File: src/rtl/float_pkg.sv
// Shared constants and helpers for the float-to-integer converter.
package float_pkg;

  // Operand class decided in the unpack stage.
  typedef enum logic [1:0] {
    CLS_ZERO = 2'd0,  // exp == 0: zero or subnormal, always flushed
    CLS_NORM = 2'd1,
    CLS_INF  = 2'd2,
    CLS_NAN  = 2'd3
  } fclass_e;

  // Exponent bias for an exponent field of the given width.
  function automatic int exp_bias(input int exp_width);
    return (1 << (exp_width - 1)) - 1;
  endfunction

  // Bit position of the sign within a packed {sign, exp, man} word.
  function automatic int sign_pos(input int exp_width, input int man_width);
    return exp_width + man_width;
  endfunction

  // LSB position of the exponent field within a packed word.
  function automatic int exp_lsb(input int man_width);
    return man_width;
  endfunction

  // Largest positive signed value, 2^(w-1)-1, zero-extended to 128 bits.
  function automatic logic [127:0] sat_pos(input int int_width);
    return (128'd1 << (int_width - 1)) - 128'd1;
  endfunction

  // Most negative signed value, -2^(w-1), as a w-bit pattern in 128 bits.
  function automatic logic [127:0] sat_neg(input int int_width);
    return 128'd1 << (int_width - 1);
  endfunction

  // Classify from pre-decoded field tests.
  function automatic fclass_e classify(input logic exp_zero, input logic exp_ones,
                                       input logic man_zero);
    fclass_e cls;
    if (exp_zero) begin
      cls = CLS_ZERO;
    end else if (exp_ones) begin
      cls = man_zero ? CLS_INF : CLS_NAN;
    end else begin
      cls = CLS_NORM;
    end
    return cls;
  endfunction

endpackage

File: src/rtl/float_to_int_shift.sv
// Bidirectional significand shifter: scales sig by 2^(e - MAN_WIDTH) into an
// INT_WIDTH magnitude, and reports whether any set bits fell off the right end.
// Shift distances are clamped, so any exponent value gives a defined result;
// results outside 0 <= e < INT_WIDTH are ignored by the caller.
module float_to_int_shift #(
  parameter int EXP_WIDTH = 8,
  parameter int MAN_WIDTH = 23,
  parameter int INT_WIDTH = 32
) (
  input  logic [MAN_WIDTH:0]        sig,
  input  logic signed [EXP_WIDTH:0] e,
  output logic [INT_WIDTH-1:0]      mag,
  output logic                      sticky
);

  localparam int SigW = MAN_WIDTH + 1;

  logic [2*SigW-1:0] right_vec;
  int                e_int;
  int                lamt;
  int                ramt;

  // Pick left or right shift from the sign of (e - MAN_WIDTH).
  always_comb begin
    e_int     = int'(e);
    lamt      = 0;
    ramt      = 0;
    right_vec = '0;
    mag       = '0;
    sticky    = 1'b0;
    if (e_int >= MAN_WIDTH) begin
      lamt = e_int - MAN_WIDTH;
      if (lamt > INT_WIDTH) begin
        lamt = INT_WIDTH;
      end
      mag = INT_WIDTH'(sig) << lamt;
    end else begin
      // Lower half of right_vec catches the bits shifted out.
      ramt = MAN_WIDTH - e_int;
      if (ramt > SigW) begin
        ramt = SigW;
      end
      right_vec = {sig, {SigW{1'b0}}} >> ramt;
      mag       = INT_WIDTH'(right_vec[2*SigW-1:SigW]);
      sticky    = |right_vec[SigW-1:0];
    end
  end

endmodule

File: src/rtl/float_to_int_conv.sv
// Two-stage float to signed integer converter with valid/ready stream ports.
// S1 unpacks and classifies; S2 shifts, applies sign, saturates and flags.
// Rounding is toward zero.
module float_to_int_conv
  import float_pkg::*;
#(
  parameter int EXP_WIDTH = 8,
  parameter int MAN_WIDTH = 23,
  parameter int INT_WIDTH = 32
) (
  input  logic                           clk,
  input  logic                           rst,
  input  logic                           in_valid,
  output logic                           in_ready,
  input  logic [EXP_WIDTH+MAN_WIDTH:0]   in_data,
  output logic                           out_valid,
  input  logic                           out_ready,
  output logic [INT_WIDTH-1:0]           out_data,
  output logic                           out_overflow,
  output logic                           out_inexact,
  output logic                           out_invalid
);

  localparam int SignPos = sign_pos(EXP_WIDTH, MAN_WIDTH);
  localparam int ExpLsb  = exp_lsb(MAN_WIDTH);

  localparam logic [EXP_WIDTH:0]   Bias   = (EXP_WIDTH + 1)'(exp_bias(EXP_WIDTH));
  localparam logic [INT_WIDTH-1:0] SatPos = INT_WIDTH'(sat_pos(INT_WIDTH));
  localparam logic [INT_WIDTH-1:0] SatNeg = INT_WIDTH'(sat_neg(INT_WIDTH));

  // Handshake
  logic s2_adv;
  logic s1_adv;

  // Input field decode
  logic                    in_sign;
  logic [EXP_WIDTH-1:0]    in_exp;
  logic [MAN_WIDTH-1:0]    in_man;
  logic signed [EXP_WIDTH:0] in_e;
  fclass_e                 in_cls;

  // S1 registers
  logic                      s1_valid;
  logic                      s1_sign;
  logic signed [EXP_WIDTH:0] s1_e;
  logic [MAN_WIDTH-1:0]      s1_man;
  fclass_e                   s1_cls;

  // S2 next-state
  logic [MAN_WIDTH:0]   s1_sig;
  logic [INT_WIDTH-1:0] sh_mag;
  logic                 sh_sticky;
  logic [INT_WIDTH-1:0] nxt_data;
  logic                 nxt_ovf;
  logic                 nxt_inx;
  logic                 nxt_inv;
  int                   e_int;

  // S2 register: out_valid/out_data/flags are the stage outputs directly.
  logic s2_valid;

  assign out_valid = s2_valid;

  // Stage advance: a stage may load when empty or when its contents leave.
  always_comb begin
    s2_adv   = !s2_valid || out_ready;
    s1_adv   = !s1_valid || s2_adv;
    in_ready = s1_adv;
  end

  // Unpack and classify the incoming word.
  always_comb begin
    in_sign = in_data[SignPos];
    in_exp  = in_data[ExpLsb +: EXP_WIDTH];
    in_man  = in_data[MAN_WIDTH-1:0];
    in_e    = $signed({1'b0, in_exp} - Bias);
    in_cls  = classify((in_exp == '0), (&in_exp), (in_man == '0));
  end

  // S1 pipeline register.
  always_ff @(posedge clk or posedge rst) begin
    if (rst) begin
      s1_valid <= 1'b0;
      s1_sign  <= 1'b0;
      s1_e     <= '0;
      s1_man   <= '0;
      s1_cls   <= CLS_ZERO;
    end else if (s1_adv) begin
      s1_valid <= in_valid;
      if (in_valid) begin
        s1_sign <= in_sign;
        s1_e    <= in_e;
        s1_man  <= in_man;
        s1_cls  <= in_cls;
      end
    end
  end

  assign s1_sig = {1'b1, s1_man};

  float_to_int_shift #(
    .EXP_WIDTH (EXP_WIDTH),
    .MAN_WIDTH (MAN_WIDTH),
    .INT_WIDTH (INT_WIDTH)
  ) u_shift (
    .sig    (s1_sig),
    .e      (s1_e),
    .mag    (sh_mag),
    .sticky (sh_sticky)
  );

  // Resolve result and flags from class, exponent range and shifter output.
  always_comb begin
    e_int    = int'(s1_e);
    nxt_data = '0;
    nxt_ovf  = 1'b0;
    nxt_inx  = 1'b0;
    nxt_inv  = 1'b0;
    case (s1_cls)
      CLS_NAN: begin
        nxt_inv = 1'b1;
      end
      CLS_INF: begin
        nxt_data = s1_sign ? SatNeg : SatPos;
        nxt_ovf  = 1'b1;
      end
      CLS_ZERO: begin
        // Subnormals flush to zero; only the discarded fraction is reported.
        nxt_inx = (s1_man != '0);
      end
      default: begin
        if (e_int < 0) begin
          nxt_inx = 1'b1;
        end else if (e_int >= INT_WIDTH - 1) begin
          nxt_data = s1_sign ? SatNeg : SatPos;
          // -2^(INT_WIDTH-1) itself is representable.
          nxt_ovf  = !(s1_sign && (e_int == INT_WIDTH - 1) && (s1_man == '0));
        end else begin
          nxt_data = s1_sign ? -sh_mag : sh_mag;
          nxt_inx  = sh_sticky;
        end
      end
    endcase
  end

  // S2 pipeline register; holds its contents while the consumer stalls.
  always_ff @(posedge clk or posedge rst) begin
    if (rst) begin
      s2_valid     <= 1'b0;
      out_data     <= '0;
      out_overflow <= 1'b0;
      out_inexact  <= 1'b0;
      out_invalid  <= 1'b0;
    end else if (s2_adv) begin
      s2_valid <= s1_valid;
      if (s1_valid) begin
        out_data     <= nxt_data;
        out_overflow <= nxt_ovf;
        out_inexact  <= nxt_inx;
        out_invalid  <= nxt_inv;
      end
    end
  end

endmodule

File: config.mk
export PLATFORM = sky130hd
export DESIGN_NAME = float_to_int_conv
export DESIGN_NICKNAME = d
export VERILOG_FILES = /design/src/rtl/float_pkg.sv /design/src/rtl/float_to_int_shift.sv /design/src/rtl/float_to_int_conv.sv
export SDC_FILE = /design/constraint.sdc
export NUM_CORES = 1
export LEC_CHECK = 0
export ABC_AREA = 1
export CORE_MARGIN = 4
export CORE_UTILIZATION = 35
export CTS_BUF_LIST = sky130_fd_sc_hd__clkbuf_8
export CTS_CLUSTER_DIAMETER = 200
export CTS_CLUSTER_SIZE = 16
export DETAILED_ROUTE_END_ITERATION = 7
export GPL_TIMING_DRIVEN = 0
export PLACE_DENSITY_LB_ADDON = 0.12
export SLEW_MARGIN = 20
export SYNTH_ARGS = -nofsm -noshare
export SYNTH_HDL_FRONTEND = slang
export SYNTH_SLANG_ARGS = --single-unit
File: constraint.sdc
create_clock -name clk -period 4.7 [get_ports clk]
set_clock_uncertainty 0.05 [all_clocks]
set_input_delay 0.47 -clock clk [delete_from_list [all_inputs] [get_ports clk]]
set_output_delay 0.47 -clock clk [all_outputs]
set_load 0.005 [all_outputs]
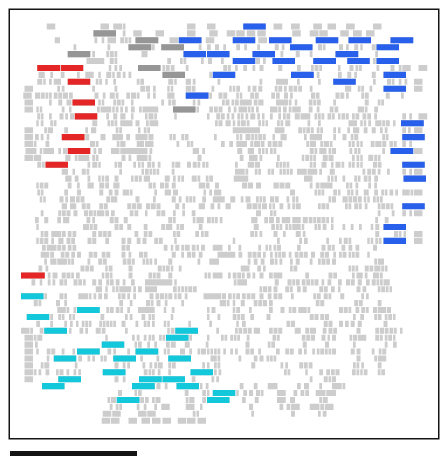
Figure 1: sequential cells colored by netlist name.
Bar = 50 um.
Key: red = s1_e [placed flops 9, where upper left]; cyan = s1_man [placed flops 23]; blue = out_data [placed flops 32]
Another 8 sequential cells are not colored.

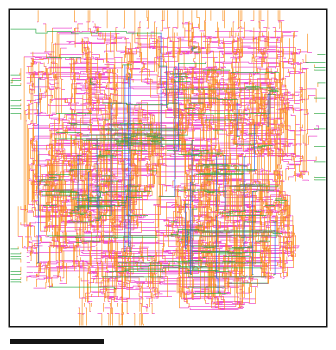
Figure 2: metal layers overlaid.
Bar = 50 um.
Key: blue = M4 [wire length 1170 um]; orange = M2 [wire length 16400 um]; green = M3 [wire length 2690 um]; magenta = M1 [wire length 15900 um]

==> results_slide.txt <==
Physical Implementation Snapshot

Run status
  • Run status: complete, no violations

Clock tree
  • CTS clock-pin slew for the worst setup and hold paths: ~0.10 ns
  • Number of levels the H-tree was split into: 3
  • TritonCTS clock tree: yes
  • CTS Buf Count: 9
  • Number of buffers on the longest clock path: 2
  • Clock insertion delay at the later pin of the skew report: about 0.4 ns

Floorplanning
  • Starting density of the core: 0.356

GRT
  • Largest net degree at the start of global routing: between 40 and 50
  • Met3 usage in global routing: 0.0357
  • Final global-route overflow total: 0

Final timing
  • Final hold slack: 0.394 ns
  • Minimum setup slack in the final design: between 0.3 and 0.4 ns
  • Transition time at the pin with the least slew margin: 0.658 ns
  • Post-layout period usage of the worst path: 0.916
  • Final hold violations: 0
  • Highest Clock Rate: about 230 MHz

Synth
  • Synth Seq Share: 0.200
  • Share of cell area taken by muxes after synthesis: 0
  • Yosys cell count: between 1500 and 2000
  • Area fraction in full adders, half adders and majority gates: 0.00974
  • Synth warnings: 0
  • Most used DFF post-synth: sky130_fd_sc_hd__dfrtp_1
  • Library cell with the highest instance count after synthesis: sky130_fd_sc_hd__nand2_1
  • Leading area contributor after synthesis: sky130_fd_sc_hd__nand3_1
  • Chip area from the yosys synthesis statistics: between 8000 and 9000 um2
  • And-or/or-and share of the synthesized area: 0.106
  • Number of enable-type register cells in the synthesized netlist: 0
  • Yosys simple share: 0.553
  • Register bit count reported by yosys: 72
  • Net count after synthesis: between 1500 and 2000

Final layout
  • Flip-flop and latch share of the layout cell area: 0.173
  • Registers with the most flip-flops: out_data x32, s1_man x23, s1_e x9
  • Largest register by flop count: out_data
  • Layout Utilization: 0.413
  • Number of buffers outside the clock class in the layout: between 150 and 200
  • Final-layout clock-cell area share: 0.0242
  • Non-filler instance count after layout: ~2000
  • Layout net count: approximately 1700
  • Highest-count cells in the layout ignoring fill and taps: sky130_fd_sc_hd__nand2_1 (409), sky130_fd_sc_hd__nand3_1 (392), sky130_fd_sc_hd__nor2_1 (145)
  • Total of clock buffers placed in the layout: 10
  • Inserted Diodes: 0

Worst setup path
  • Critical path destination: out_data[18]$_DFFE_PP0P_
  • Largest stage delay on the critical path: 0.46 ns
  • Critical path depth in cells: 24
  • Standard cell with the maximum stage delay on the critical path: sky130_fd_sc_hd__dfrtp_1
  • Path type of the worst setup path: reg -> reg
  • Worst setup path startpoint: s1_e[4]$_DFFE_PP0P_
  • Startpoint of the lowest-slack register-to-register path: s1_e[4]$_DFFE_PP0P_

Placed design
  • Cell area after placement: between 10000 and 15000 um2
  • Final HPWL DP: roughly 29000 um
  • Count of buffers from port buffering: ~72
  • Routability congestion estimate: 0.992

Routing
  • DRT iter0 DRCs: roughly 1300
  • Detailed Route WL: between 30000 and 40000 um
  • 1st-pass router iterations: 6
  • Antenna Nets Post-Route: 0
  • Detailed-route wire length per cell: 18.0 um

Pwr
  • Power Clock: 666 uW
  • Combinational cell fraction of total power: 0.721
  • Seq. pwr: 883 uW
  • LEAKAGE: approximately 5.2 nW
  • Reg power frac: 0.159
  • Worst vdd rail ir drop: between 0.15 and 0.2 mV
  • Switching share of total power: 0.549
  • Clock group share of total power: 0.120

Run
  • Count of maximum capacitance violations: 0
Power and IR drop assume default switching activity.
